Figure 1. The metal 2 layer.
Cells faint in the background.
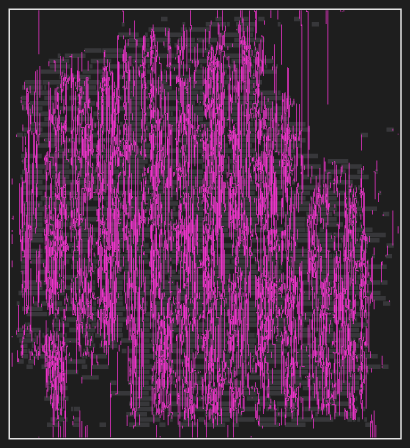
Figure 2. Sequential cells grouped by signal name.
Other sequential cells in the stronger gray, the rest of the logic in the fainter gray.
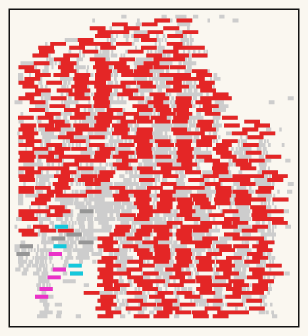
[src/rtl/fifo_thresh.sv]
// Synchronous first-word-fall-through FIFO with programmable almost-empty/almost-full
// thresholds, a fill-level output, sticky overflow/underflow flags and a synchronous flush.
module fifo_thresh #(
    parameter int DEPTH    = 16,
    parameter int WIDTH    = 32,
    parameter int AE_LEVEL = 2,
    parameter int AF_LEVEL = 14
) (
    input  logic                       clk,
    input  logic                       reset,
    input  logic                       chipselect,
    input  logic                       write,
    input  logic                       read,
    input  logic                       flush,
    input  logic [1:0]                 flag_clear,
    input  logic [WIDTH-1:0]           data_in,
    output logic [WIDTH-1:0]           data_out,
    output logic [$clog2(DEPTH):0]     level,
    output logic                       empty,
    output logic                       full,
    output logic                       almost_empty,
    output logic                       almost_full,
    output logic                       ovf,
    output logic                       udf
);

    localparam int AW = $clog2(DEPTH);
    localparam int LW = AW + 1;
    localparam logic [LW-1:0] FULL_LVL = LW'(DEPTH);
    localparam logic [LW-1:0] AE_LVL   = LW'(AE_LEVEL);
    localparam logic [LW-1:0] AF_LVL   = LW'(AF_LEVEL);

    logic [WIDTH-1:0] mem [DEPTH];
    logic [AW-1:0]    rp;
    logic [AW-1:0]    wp;
    logic             rd;
    logic             wr;
    logic             do_rd;
    logic             do_wr;
    logic             ovf_set;
    logic             udf_set;

    // Transfer rule: a request is taken on the rising edge where chipselect and
    // read/write are both high; there is no back-pressure, refused requests only
    // raise ovf/udf. A full FIFO still accepts a write if a read frees a slot.
    always_comb begin
        rd      = chipselect & read;
        wr      = chipselect & write;
        do_rd   = rd & ~empty & ~flush;
        do_wr   = wr & (~full | rd) & ~flush;
        ovf_set = wr & full & ~rd & ~flush;
        udf_set = rd & empty & ~flush;
    end

    always_ff @(posedge clk or negedge reset) begin
        if (!reset) begin
            rp    <= '0;
            wp    <= '0;
            level <= '0;
            ovf   <= 1'b0;
            udf   <= 1'b0;
        end else begin
            if (flush) begin
                rp    <= '0;
                wp    <= '0;
                level <= '0;
            end else begin
                if (do_rd) rp <= rp + 1'b1;
                if (do_wr) wp <= wp + 1'b1;
                if (do_wr && !do_rd)
                    level <= level + 1'b1;
                else if (do_rd && !do_wr)
                    level <= level - 1'b1;
            end
            // Set wins over a coincident W1C clear.
            ovf <= ovf_set | (ovf & ~flag_clear[0]);
            udf <= udf_set | (udf & ~flag_clear[1]);
        end
    end

    always_ff @(posedge clk) begin
        if (do_wr) mem[wp] <= data_in;
    end

    assign data_out     = mem[rp];
    assign empty        = (level == '0);
    assign full         = (level == FULL_LVL);
    assign almost_empty = (level <= AE_LVL);
    assign almost_full  = (level >= AF_LVL);

endmodule

[config.mk]
export PLATFORM = sky130hd
export DESIGN_NAME = fifo_thresh
export DESIGN_NICKNAME = d
export VERILOG_FILES = /design/src/rtl/fifo_thresh.sv
export SDC_FILE = /design/constraint.sdc
export NUM_CORES = 1
export LEC_CHECK = 0
export ABC_AREA = 1
export CORE_ASPECT_RATIO = 1.1
export CORE_MARGIN = 3
export CORE_UTILIZATION = 50
export DETAILED_ROUTE_END_ITERATION = 12
export GPL_ROUTABILITY_DRIVEN = 1
export PLACE_DENSITY = 0.72
export SYNTH_ARGS = -nofsm -noshare
export SYNTH_HDL_FRONTEND = slang
export SYNTH_SLANG_ARGS = --single-unit
[constraint.sdc]
create_clock -name clk -period 2.95 [get_ports clk]
set_clock_uncertainty 0.1 [all_clocks]
set_input_delay 0.59 -clock clk [delete_from_list [all_inputs] [get_ports clk]]
set_output_delay 0.59 -clock clk [all_outputs]
set_load 0.01 [all_outputs]
==> flow_summary_export.csv <==
group,metric,value,unit
run_status,status,"complete, but fails checks",
run_status,failed_checks,"negative setup slack",
sta,slew_headroom,0.488,
pwr,swShare,0.255,
synthesis,synth_adder_area_share,0.00632,
synthesis,yosys.area.top_type_share,0.733,
setup_path,cp-start-kind,"flip-flop",
route,met3_length,5.01,mm
grt,use_met3,0.0438,
sta,rsz0062_at_grt,"yes",
die,tap-cell-count,560,
sta,setup_slack,-0.128,ns
layout,comb_cells,949,
setup_path,cp_top_family,"buffers and inverters",
pwr,p_clk_frac,0.344,
die,dieWidth,201,um
job,maxCapViolCount,0,
setup_path,worstPathCellList,"buf_12, buf_16, buf_6, nor2_1, nor2_1, o21ai_0, o211ai_1, nand3_1, nand2_2, clkdlybuf4s15_2",
pwr,p_comb_frac,0.171,
cts,cts_setup_buffers,15,
layout,buffers,186,
layout,clock_area_frac,0.0577,
hold_path,holdCritPathClass,"in2async",
layout,register_area,15800,um2
synthesis,synthesis.nets,1650,
layout,stdcell_area,25600,um2
cts,cts-root-buf,"clkbuf_16",
setup_path,crit_end,"data_out[11]",
setup_path,arrival,2.39,ns
die,die_h,221,um
synthesis,mux_share,0,
sta,max_freq,325,MHz
synthesis,synthArstFlopShare,0.0285,
setup_path,worst_path_most_repeated_cell,"nor2_1",
synthesis,synth.comb.largest_family,"AND-OR/OR-AND gates",
synthesis,ys_area,21000,um2
place,post-dp-hpwl,28.0,mm
grt,grt_max_degree,75,
layout,finish.utilization,0.618,
setup_path,r2r_end,"level[4]$_DFFE_PN0P_",
route,top_layer_used,"met4",
place,pre_cts_slack,0.0656,ns
layout,largest_register_ffs,512,
pwr,p_seq_frac,0.485,
pwr,internal_power,0.0128,W
place,placed_cell_area,23100,um2
synthesis,syn_avg_cell_area,13.1,um2
pwr,ir_drop,516,uV
route,viasPerCell,6.06,
route,wl_per_cell,24.2,um
setup_path,critPathSlowestCell,"dfrtp_4",
setup_path,cp_slowest_stage_delay,0.52,ns
grt,grt_pass1_wl,85.2,mm
setup_path,cp.required,2.26,ns
synthesis,edf_count,512,
layout,sh_seq_area,0.616,
synthesis,simple_gate_area_frac,0.101,
layout,fin_nets,1785,
route,drt_iter0_drc,1449,
layout,clockBufferCount,59,
grt,overflow,0,
sta,setup_viol,15,
die,rows,78,
synthesis,synth_top_cell_by_count,"edfxtp_1",
layout,top_register,"mem",
cts,cts_tree,"built",
place,place_congestion,0.791,
synthesis,syn_area,21000,um2
layout,seq_cells,527,
pwr,p_seq,0.00836,W
setup_path,r2r_start,"level[1]$_DFFE_PN0P_",
layout,dominant_cells,"flip-flops and latches",
synthesis,ys_seq_frac,0.751,
synthesis,ys_cells,1600,
## Picture notes: Figure 1
- share of all routed wire: 49%
- wire length on this layer: 27.5 mm
- main direction: vertical
DRT Wirelength: 56.5 mm
met2 usage: 0.416
via count: 14128

## Picture notes: Figure 2
- magenta: level (sequential cells 5; where south-west)
- cyan: wp (sequential cells 4; where south-west)
- red: mem (sequential cells 512; where all over the die)

Power is estimated from default activity; no workload was simulated.
